--- src/rtl/dp_ctrl_pkg.sv ---
// Shared opcode, ALU-function, PC-control and state encodings for the datapath control unit.
package dp_ctrl_pkg;
  localparam logic [3:0] OP_NOP  = 4'h0, OP_MOV = 4'h1, OP_MVI = 4'h2, OP_ADD = 4'h3,
                         OP_SUB  = 4'h4, OP_AND = 4'h5, OP_OR  = 4'h6, OP_ADI = 4'h7,
                         OP_SHL  = 4'h8, OP_SHR = 4'h9, OP_JMP = 4'hA, OP_JR  = 4'hB,
                         OP_HALT = 4'hF;

  localparam logic [2:0] ALU_MOV = 3'b000, ALU_ADD = 3'b001, ALU_SUB = 3'b010,
                         ALU_AND = 3'b011, ALU_OR  = 3'b100, ALU_SHL = 3'b101,
                         ALU_SHR = 3'b110;

  localparam logic [1:0] PC_HOLD = 2'b00, PC_INC = 2'b01, PC_ABS = 2'b10, PC_REL = 2'b11;

  typedef enum logic [2:0] {
    S_IDLE, S_FETCH, S_DECODE, S_EXEC, S_WAIT, S_WB, S_PCUPD, S_HALT
  } state_t;

  typedef enum logic [2:0] {CLS_NOP, CLS_ALU, CLS_JMP, CLS_HALT, CLS_ILL} cls_t;

  typedef struct packed {
    cls_t       cls;
    logic [2:0] alu_func;
    logic       alu_in_sel;
    logic [1:0] pc_ctrl;
    logic [1:0] rd;
    logic [1:0] rs;
    logic [7:0] imm;
  } dec_t;

  // Every registered output of the control unit, cleared as one on reset.
  typedef struct packed {
    logic       en_pc_pulse;
    logic [1:0] pc_ctrl;
    logic [7:0] offset_addr;
    logic [7:0] offset;
    logic       en_in;
    logic [3:0] reg_en;
    logic       alu_in_sel;
    logic [2:0] alu_func;
    logic [1:0] rd;
    logic [1:0] rs;
    logic       halted;
    logic       err_timeout;
    logic       illegal;
  } ctl_t;

  function automatic logic [3:0] onehot4(input logic [1:0] idx);
    return 4'b0001 << idx;
  endfunction
endpackage

--- src/rtl/dp_ctrl_decode.sv ---
// Combinational instruction decoder: splits the IR into fields and classifies the opcode.
module dp_ctrl_decode
  import dp_ctrl_pkg::*;
(
  input  logic [15:0] ir,
  output dec_t        dec
);
  always_comb begin
    dec            = '0;
    dec.cls        = CLS_ALU;
    dec.pc_ctrl    = PC_INC;
    dec.rd         = ir[11:10];
    dec.rs         = ir[9:8];
    dec.imm        = ir[7:0];
    case (ir[15:12])
      OP_NOP:  dec.cls = CLS_NOP;
      OP_MOV:  dec.alu_func = ALU_MOV;
      OP_MVI:  begin dec.alu_func = ALU_MOV; dec.alu_in_sel = 1'b1; end
      OP_ADD:  dec.alu_func = ALU_ADD;
      OP_SUB:  dec.alu_func = ALU_SUB;
      OP_AND:  dec.alu_func = ALU_AND;
      OP_OR:   dec.alu_func = ALU_OR;
      OP_ADI:  begin dec.alu_func = ALU_ADD; dec.alu_in_sel = 1'b1; end
      OP_SHL:  dec.alu_func = ALU_SHL;
      OP_SHR:  dec.alu_func = ALU_SHR;
      OP_JMP:  begin dec.cls = CLS_JMP; dec.pc_ctrl = PC_ABS; end
      OP_JR:   begin dec.cls = CLS_JMP; dec.pc_ctrl = PC_REL; end
      OP_HALT: dec.cls = CLS_HALT;
      // undefined opcodes advance the PC like a NOP
      default: dec.cls = CLS_ILL;
    endcase
  end
endmodule

--- src/rtl/dp_control_unit.sv ---
// Multi-cycle fetch/decode/execute sequencer for the 16-bit datapath with a WAIT watchdog.
module dp_control_unit
  import dp_ctrl_pkg::*;
#(
  parameter int TIMEOUT = 16,
  parameter int ROM_LAT = 1
) (
  input  logic        clk,
  input  logic        rst,
  input  logic        start,
  input  logic [15:0] ir,
  input  logic        dp_done,
  output logic        en_pc_pulse,
  output logic [1:0]  pc_ctrl,
  output logic [7:0]  offset_addr,
  output logic [7:0]  offset,
  output logic        en_in,
  output logic [3:0]  reg_en,
  output logic        alu_in_sel,
  output logic [2:0]  alu_func,
  output logic [1:0]  rd,
  output logic [1:0]  rs,
  output logic        halted,
  output logic        err_timeout,
  output logic        illegal
);
  localparam logic [7:0] FETCH_LD  = 8'(ROM_LAT - 1);
  localparam logic [7:0] WAIT_LAST = 8'(TIMEOUT - 1);

  state_t      state, state_n;
  logic [7:0]  cnt, cnt_n;
  logic [15:0] ir_q, ir_n;
  ctl_t        q, d;
  dec_t        dec;

  dp_ctrl_decode u_dec (.ir(ir_q), .dec(dec));

  always_ff @(posedge clk or posedge rst) begin
    if (rst) begin
      state <= S_IDLE;
      cnt   <= '0;
      ir_q  <= '0;
      q     <= '0;
    end else begin
      state <= state_n;
      cnt   <= cnt_n;
      ir_q  <= ir_n;
      q     <= d;
    end
  end

  // Outputs are computed for the state being entered, so each strobe is
  // registered and lines up with the cycle spent in that state.
  always_comb begin
    state_n       = state;
    cnt_n         = cnt;
    ir_n          = ir_q;
    d             = q;
    d.en_pc_pulse = 1'b0;
    d.pc_ctrl     = PC_HOLD;
    d.en_in       = 1'b0;
    d.reg_en      = '0;
    d.illegal     = 1'b0;
    case (state)
      S_IDLE: begin
        if (start) begin
          state_n = S_FETCH;
          cnt_n   = FETCH_LD;
        end
      end
      S_FETCH: begin
        if (cnt == '0) begin
          ir_n    = ir;
          state_n = S_DECODE;
        end else begin
          cnt_n = cnt - 8'd1;
        end
      end
      S_DECODE: begin
        d.rd          = dec.rd;
        d.rs          = dec.rs;
        d.offset      = dec.imm;
        d.offset_addr = dec.imm;
        d.alu_func    = dec.alu_func;
        d.alu_in_sel  = dec.alu_in_sel;
        case (dec.cls)
          CLS_ALU: begin
            state_n = S_EXEC;
            d.en_in = 1'b1;
          end
          CLS_HALT: begin
            state_n  = S_HALT;
            d.halted = 1'b1;
          end
          default: begin
            state_n       = S_PCUPD;
            d.en_pc_pulse = 1'b1;
            d.pc_ctrl     = dec.pc_ctrl;
            d.illegal     = (dec.cls == CLS_ILL);
          end
        endcase
      end
      S_EXEC: begin
        state_n = S_WAIT;
        cnt_n   = '0;
      end
      S_WAIT: begin
        // a completion on the last watchdog cycle still wins
        if (dp_done) begin
          state_n       = S_WB;
          d.reg_en      = onehot4(q.rd);
          d.en_pc_pulse = 1'b1;
          d.pc_ctrl     = PC_INC;
        end else if (cnt == WAIT_LAST) begin
          state_n       = S_HALT;
          d.halted      = 1'b1;
          d.err_timeout = 1'b1;
        end else begin
          cnt_n = cnt + 8'd1;
        end
      end
      S_WB, S_PCUPD: begin
        state_n = S_FETCH;
        cnt_n   = FETCH_LD;
      end
      S_HALT:  d.halted = 1'b1;
      default: state_n = S_IDLE;
    endcase
  end

  assign en_pc_pulse = q.en_pc_pulse;
  assign pc_ctrl     = q.pc_ctrl;
  assign offset_addr = q.offset_addr;
  assign offset      = q.offset;
  assign en_in       = q.en_in;
  assign reg_en      = q.reg_en;
  assign alu_in_sel  = q.alu_in_sel;
  assign alu_func    = q.alu_func;
  assign rd          = q.rd;
  assign rs          = q.rs;
  assign halted      = q.halted;
  assign err_timeout = q.err_timeout;
  assign illegal     = q.illegal;
endmodule

--- config.mk ---
export PLATFORM = sky130hd
export DESIGN_NAME = dp_control_unit
export DESIGN_NICKNAME = d
export VERILOG_FILES = /design/src/rtl/dp_ctrl_pkg.sv /design/src/rtl/dp_ctrl_decode.sv /design/src/rtl/dp_control_unit.sv
export SDC_FILE = /design/constraint.sdc
export NUM_CORES = 1
export LEC_CHECK = 0
export CORE_ASPECT_RATIO = 1.5
export CORE_MARGIN = 8
export CORE_UTILIZATION = 46
export CTS_CLUSTER_DIAMETER = 50
export DETAILED_ROUTE_END_ITERATION = 6
export PLACE_DENSITY_LB_ADDON = 0.1
export SETUP_SLACK_MARGIN = 0.5
export SLEW_MARGIN = 30
export SYNTH_ARGS = -nofsm -noshare
export SYNTH_HDL_FRONTEND = slang
export SYNTH_SLANG_ARGS = --single-unit
--- constraint.sdc ---
create_clock -name clk -period 2.74 [get_ports clk]
set_input_delay 0.548 -clock clk [delete_from_list [all_inputs] [get_ports clk]]
set_output_delay 0.548 -clock clk [all_outputs]
set_load 0.05 [all_outputs]
==> flow_summary_export.csv <==
group,metric,value,unit
setup_path,r2r_cells,7,
sta,finClkSkew,0.00982,ns
power,p_clk_share,13.1,%
sta,maxSlewHeadroom,48.3,%
route,firstDrtPassIters,4,
synth,syn_nets,296,
min_path,hold_class,"reg2reg",
setup_path,critPathArrivalTime,2.55,ns
grt,antenna_found_initial,0,
grt,gr-total-overflow,0,
placement,dp_hpwl,4.45,mm
finish,finalNonFillerCells,391,
power,p_total,5.00,mW
sta,rsz0062_at_grt,"yes",
synth,synthArstFlopShare,100,%
setup_path,regToRegEndpoint,"cnt[7]",
clock_tree,cts-htree-levels,2,
clock_tree,cts_tree,"yes",
job,drv_cap,0,
die,io_pins,55,
power,switchingPower,2.25,mW
setup_path,worstPathRequired,2.95,ns
route,drt_iter0_drc,71,
die,fp_util,47.4,%
power,power-per-cell-area,1390,nW/um2
synth,syn-mean-instance-area,10.2,um2
sta,timing.setup.tns,0,ns
power,sequentialPowerShare,28.5,%
route,drtAntennaViolNets,0,
setup_path,critPathKind,"reg2reg",
synth,ys_seq_share,49.2,%
route,num_vias,2121,
placement,place.gp.congestion,0.834,
finish,fill_cells,508,
finish,area_growth,31.0,%
finish,final_util,62.2,%
finish,final_nets,345,
finish,antennaDiodeCount,0,
synth,yosys_cells,269,
grt,grt_pass1_wl,11.2,mm
synth,ys_chip_area,2750,um2
setup_path,rr_startpoint,"state[1]",
setup_path,cp-start-kind,"flip-flop",
placement,place_ws,0.378,ns
synth,topCellsByArea,"dfrtp_1 (49%), nand2_1 (7.7%), mux2_4 (5.5%)",
clock_tree,clkLatencyLatePin,0.31,ns
grt,grt_pass1_vias,2245,
job,tool_warnings,29,
synth,synth-main-ff-cell,"dfrtp_1",
synth,top_area_cell,"dfrtp_1",
clock_tree,cts_hold_buf,0,
min_path,min_from,"ir_q[4]",
sta,setup_ws,0.399,ns
sta,hold_ws,0.455,ns
route,routedWlPerCell,16.9,um
setup_path,r2r_slack,0.40,ns
route,viasPerCell,5.42,
clock_tree,cts_made_buffers,5,
placement,dp_cells,378,
clock_tree,clkTransAtPathRegs,0.10,ns
grt,track_usage,15.9,%
setup_path,worstSetupEndpointType,"flip-flop",
synth,ys_ff,54,
route,routed_wl,6.60,mm
finish,drive_above_1_share,17.6,%
placement,placed_area,3350,um2
power,power.leakage,1.64,nW
finish,final_cell_mix,"nand2_1 (56), dfrtp_1 (54), clkdlybuf4s50_1 (52)",
finish,final_common_cell,"nand2_1",
power,combPwrFrac,58.4,%
synth,syn-cell-area,2750,um2
grt,grt_max_degree,55,
min_path,worstHoldPathCells,2,
synth,syn_inst,269,
sta,finalSetupViolations,0,
sta,fin_crit,2.34,ns
sta,worst_pin_slew,0.773,ns
synth,edf_count,0,
power,swShare,44.9,%
sta,fmax,427,MHz
min_path,hold_end,"offset[4]",
synth,yosysWarnings,0,
sta,hold_viol_final,0,
status,outcome,"complete, no violations",
clock_tree,clk_path_buf_depth,2,
clock_tree,clock-root-buffer,"clkbuf_8",
route,drc,0,
die,chipArea,8750,um2
clock_tree,clock-sinks,54,
sta,finalMaxSlewViolations,0,
power,max-vdd-ir-drop,709,uV
synth,top_cell_area_share,49.2,%
setup_path,critPathMaxFanout,6,
sta,post-route-period-util,85.4,%
synth,yosys.cell_types.count,48,
finish,design_area,3600,um2
power,p_int,2.75,mW
sequential cells by signal, indices dropped and copies added (netlist names), 2 cells and up:
signal / cells
ir_q: 16
cnt: 8
offset: 8
reg_en: 4
alu_func: 3
state: 3
pc_ctrl: 2
rd: 2
rs: 2
power groups by stage:
stage                     logic (mW)  clock network, mW  registers [mW]
final                           2.92              0.654            1.42
after global routing            3.16              0.703            1.47
after CTS                       2.85              0.675            1.42
after detailed placement        2.76                  0            1.42
after global placement          2.71                  0            1.41
after floorplan                 1.80                  0            1.75
cells in the mapped netlist, drive strengths merged, types with 3 or more instances:
| master | count |
|---|---|
| nand2 | 56 |
| o21a | 3 |
| nor3b | 4 |
| mux2 | 16 |
| a31oi | 4 |
| xnor2 | 3 |
| a21oi | 13 |
| xor2 | 3 |
| inv | 7 |
| o31ai | 5 |
| or3b | 3 |
| a21o | 6 |
| dfrtp | 54 |
| o21ai | 12 |
| ha | 6 |
| nor3 | 4 |
| or3 | 3 |
| nor2 | 8 |
| nand2b | 3 |
| clkbuf | 11 |
| buf | 12 |
| nand3 | 4 |
cell families after synthesis:
kind of cell / count (synthesis) / share of synthesized area, %
compound gates: 53 / 12.6
xor+xnor: 6 / 1.91
fa+ha+maj: 7 / 3.46
buf+inv: 30 / 5.93
flops: 54 / 49.2
mux: 18 / 8.66
simple gates: 101 / 18.2
how the worst max path moves through the flow:
stage	startpoint	end	slack, ns	depth (start not counted)
6_report	state[1]	cnt[7]	0.40	7
5_1_grt	state[1]	cnt[7]	0.35	7
4_1_cts	state[0]	cnt[7]	0.42	7
3_5_place_dp	state[0]	cnt[7]	0.38	7
3_3_place_gp	state[0]	cnt[7]	0.42	7
2_1_floorplan	state[1]	cnt[7]	0.35	9
metal layers:
layer	vias to the layer above	GRT usage, %	wire [um]
met3	8	4.38	370
met2	57	27.0	3440
li1	1022	-	-
met5	-	0	0
met4	0	5.22	102
met1	1034	18.3	2680
area by class of cell:
class / count / area (um2) / area share [%]
Multi-Input combinational cell: 186 / 1360 / 37.9
Sequential cell: 54 / 1350 / 37.6
Timing Repair Buffer: 64 / 621 / 17.3
Tap cell: 72 / 90.1 / 2.51
Clock buffer: 6 / 82.6 / 2.30
Clock inverter: 2 / 60.1 / 1.67
Inverter: 7 / 28.8 / 0.800
critical path, stage by stage, from the launching register on:
cell and delay (ns):
dfrtp_1 0.41, or3b_4 0.50, ha_4 0.26, a21o_1 0.19
a31o_4 0.24, o21ai_1 0.10, or3b_4 0.37, a21o_1 0.18
timing repair:
| item | CTS | global route |
|---|---|---|
| cloned | 1 | 0 |
| buffers inserted | 2 | 2 |
| resized | 5 | 9 |
| setup endpoints to repair | 2 | 9 |
| pin swaps | 2 | 2 |
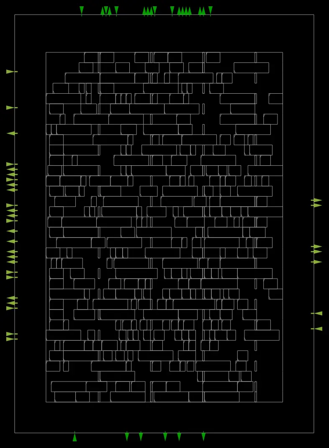
placed.png
Core Region: 5790 um2
FP Rows: 34
Tapcell Cnt: 72
flip-flops: 54

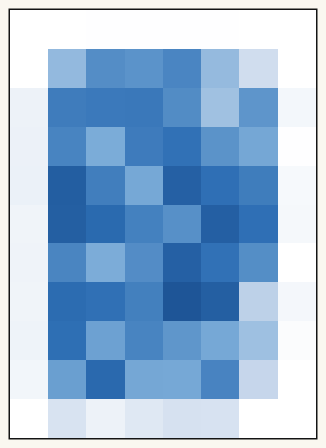
util_map.png
8 x 11 tiles, from white (low) to dark blue (high), 0 to 100% covered.
densest ninth of the die: center
nearly empty tiles: 19%
tiles over 75% full: 11%
fullest tile: 85%
mean over tiles: 40%

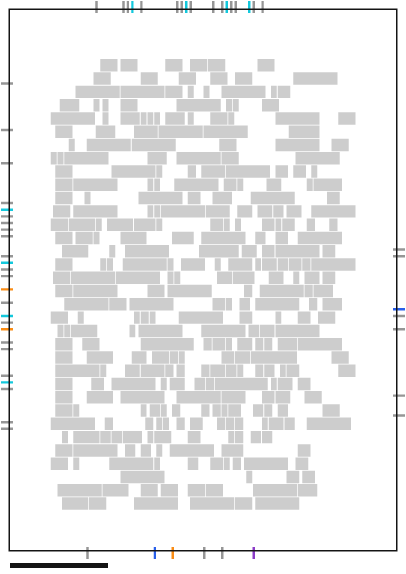
pinout.png
Bar = 20 um. Pins as bars across the die edge, other pins in gray.
legend:
  `alu_func`:
    color: orange
    pins: 3
    direction: output
    edge: 2 left, 1 bottom
  `pc_ctrl`:
    color: blue
    pins: 2
    direction: output
    edge: 1 right, 1 bottom
  `offset_addr`:
    color: cyan
    pins: 8
    direction: output
    edge: 4 left, 4 top
  `en_in`:
    color: purple
    pins: 1
    direction: output
    edge: bottom
number of port buffers: 54
Die H: 111 um
die width: 79.1 um

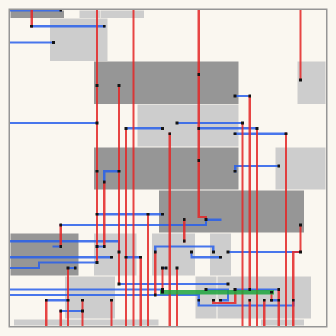
closeup.png
Region (49, 73) to (69, 93) um. Cells in gray, sequential cells in the stronger gray; small squares are vias.
legend:
  M2:
    color: red
  M3:
    color: green
  M1:
    color: blue
most frequent: dfrtp_1 (3), nand2_1 (2), clkdlybuf4s50_1 (2)
cells with their middle in the window: 12
netlist names of flops here include: `cnt` (2), `reg_en` (1)
sequential cells in the window: 3

Power and IR drop assume default switching activity.
